Design mux2a1_arb_flat, sky130hd; sources not shown.
### Clock distribution, run 1

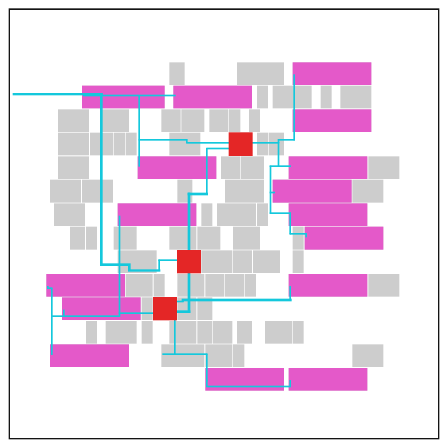
[magenta] flip-flops | count: 16
[red] clock drivers | count: 3
[cyan] clock wires | length: 211 microns
routed clock nets: 4
Worst-Skew Late Latency: 0.29 ns
Clock Power Share: 17.4%
Clk power: 0.179 mW

### Cell classes on the final placement, run 1

Bar = 10 microns.
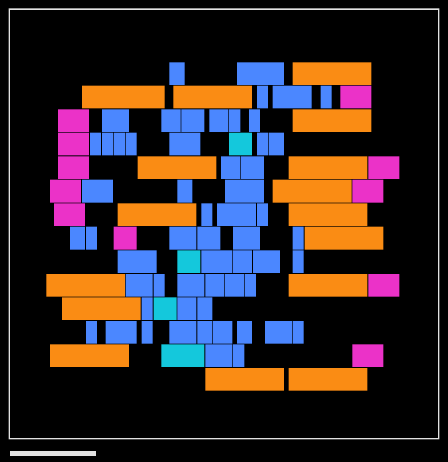
[orange] flops | cells: 16
[cyan] clock drivers and dummy loads | cells: 4
[magenta] other buffers and delay cells | cells: 11
[blue] combinational and other logic | cells: 57
num rows: 14
Final Util: 60.0%
Post-Layout Inst Area: 936 sq um
Seq/total area: 42.9%

### Where the registers sit, run 1

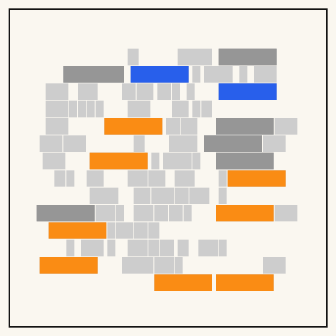
[blue] u_core.r_state | sequential cells: 2
[orange] u_core.r_cnt | sequential cells: 8
not colored: 6
seq pwr: 0.412 mW
register area: 402 sq um

==> results.json, run 1 <==
{
  "clock-sinks": 16,
  "synthToLayoutAreaGrowth_pct": 20.6,
  "postCtsSetupRepairBufs": 0,
  "hold_class": "register to register",
  "outcome": "finished, final reports clean",
  "clk_pin_slew_worst_paths_ns": 0.10,
  "hold_viol": 0,
  "cts-buffers-inserted": 3,
  "criticalPathCategory": "register to register",
  "ys_cells": 74,
  "grt_max_degree": 17,
  "via_per_inst": 5.42,
  "tightest_slew_ns": 0.697,
  "die_height_microns": 49.5,
  "drtAntennaViolNets": 0,
  "slowest_stage": "dfrtp_1",
  "grt_antenna_before_repair": 0,
  "grt_pass1_wl_microns": 2440,
  "placedInstanceArea_sq_um": 900,
  "cp_cell_sequence": "inv_1, ha_1, mux2i_1, a211o_1, mux2_4, a31oi_2",
  "switchingPower_mw": 0.368
}
run 1: metal layers:
| metal | global-route usage, % | share of wire [%] |
|---|---|---|
| met1 | 17.1 | 46 |
| met2 | 19.2 | 45 |
| met3 | 3.01 | 6.5 |
| met4 | 6.91 | 2.5 |
| met5 | 0 | 0 |
run 1: per-stage QoR:
| stage | setup WS (ns) | std cells | power [mW] | hold WS [ns] | utilization, % |
|---|---|---|---|---|---|
| floorplan | 0.638 | 74 | 0.681 | -0.0356 | - |
| global placement | 0.384 | 100 | 0.851 | 0.369 | 57.7 |
| detailed placement | 0.339 | 100 | 0.861 | 0.388 | 57.7 |
| CTS | 0.486 | 104 | 1.04 | 0.405 | 60.0 |
| global route | 0.305 | 104 | 1.11 | 0.434 | 60.0 |
| finish | 0.475 | 104 | 1.03 | 0.404 | 60.0 |
==> inputs of run 2 (changes only) <==
==> constraint.sdc (replaced) <==
create_clock -name clk -period 1.8 [get_ports clk]
set_clock_uncertainty 0.1 [all_clocks]
set_input_delay 0.27 -clock clk [delete_from_list [all_inputs] [get_ports clk]]
set_output_delay 0.27 -clock clk [all_outputs]
set_load 0.01 [all_outputs]
### Cell classes on the final placement, run 2

Bar = 10 microns.
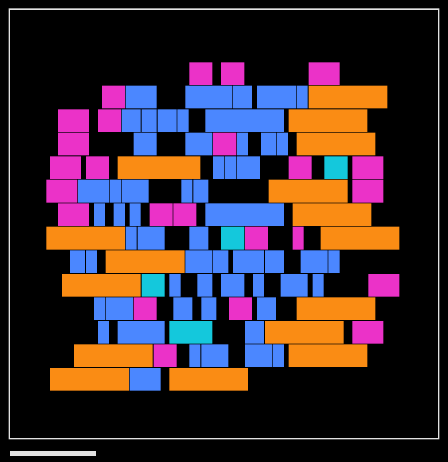
[orange] flops | cells: 16
[blue] combinational and other logic | cells: 57
[cyan] clock drivers and dummy loads | cells: 4
[magenta] other buffers and delay cells | cells: 24
Final Util: 67.8%
Post-Layout Inst Area: 0.00106 sq mm

### Power grid, run 2

Pins as bars on the die edge. Tap cells in gray.
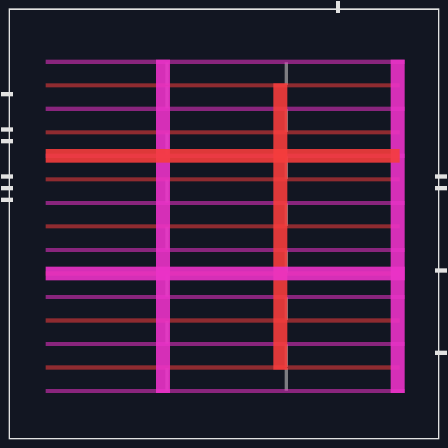
[magenta] VSS
[red] VDD
met4 straps: 3
rows: 14
tap cells: 16
met1 rails: 15
met5 straps: 2
die width: 49.5 microns
Core ar.: 0.00156 sq mm
die height: 49.5 microns
worst vdd ir: 0.858 mV

### Clock distribution, run 2

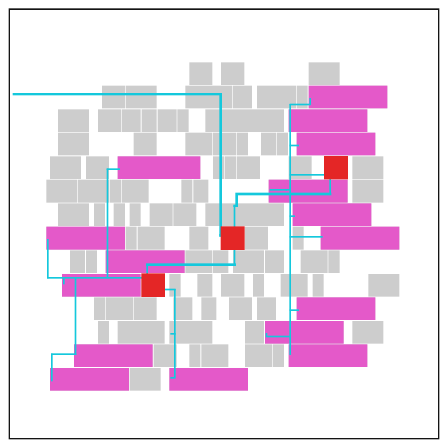
[red] clock drivers | count: 3
[magenta] flip-flops | count: 16
[cyan] clock wires | length: 183 microns
routed clock nets: 4
Clock Power Share: 14.7%
Clk power: 0.229 mW
Worst-Skew Late Latency: 0.28 ns

==> results.json, run 2 <==
{
  "outcome": "finished, final reports clean",
  "hold_class": "input pin to asynchronous set/reset pin",
  "postCtsSetupRepairBufs": 0,
  "seq-power_mw": 0.538,
  "grt_overflow": 0,
  "cts_tree": "done",
  "nMultiInputCombCells": 52,
  "cts_resized": 0,
  "grt_pass1_wl_microns": 2570,
  "comb_area_sq_um": 379,
  "tightest_slew_ns": 0.413,
  "place_inst": 110,
  "criticalPathCategory": "register to register",
  "std_cell_rows": 14,
  "seq_area_sq_um": 402,
  "power.density_mw_per_mm2": 1470,
  "finalPower_mw": 1.56,
  "clock-sinks": 16,
  "netlist.area_leader.share_pct": 48.4,
  "ys_cells": 74,
  "synthMuxAreaShare_pct": 5.81,
  "grt_max_degree": 11,
  "synthToLayoutAreaGrowth_pct": 36.3,
  "switchingPower_mw": 0.533,
  "maxPowerGroup": "combinational cells",
  "seqAreaFraction_pct": 38.0,
  "clk_pin_slew_worst_paths_ns": 0.08,
  "comb_power_share_pct": 50.8,
  "antennaDiodeCount": 0,
  "grt_antenna_before_repair": 0,
  "placedInstanceArea_sq_um": 975,
  "slew_headroom_pct": 72.4,
  "fp_nets": 83,
  "fin_crit_ns": 1.74,
  "via_per_inst": 5.19,
  "setup_violations": 0,
  "cts-buffers-inserted": 3,
  "reg2reg_slack_ns": 0.06,
  "hold_viol": 0,
  "instances_no_fill": 117,
  "drtAntennaViolNets": 0,
  "hold_slack_ns": 0.249,
  "top_cells_by_area": "dfrtp_1 48%, xor2_1 6.8%, ha_1 4.8%"
}
run 2: cell counts after synthesis:
Identical to the previous run, type by type.
run 2: worst max-delay path: stages (launching register included):
cell and delay (ns):
dfrtp_1 0.40, buf_4 0.15, ha_4 0.16, mux2i_1 0.12
a211o_1 0.29, mux2_4 0.32, a31oi_2 0.13
run 2: per-layer routing:
metal	GRT usage, %	up-vias	routed length (microns)
met2	19.4	18	598
met3	5.72	2	97
li1	-	307	-
met4	5.53	0	16
met1	18.8	280	687
met5	0	-	0
run 2: through the flow:
step                util [%]  setup WS, ns
global route            67.8       -0.0228
finish                  67.8        0.0567
floorplan                  -        0.0381
CTS                     64.8      0.000957
global placement        62.5        0.0108
detailed placement      62.5       -0.0312
No activity file was given, so power comes from the tool's default toggle rates.
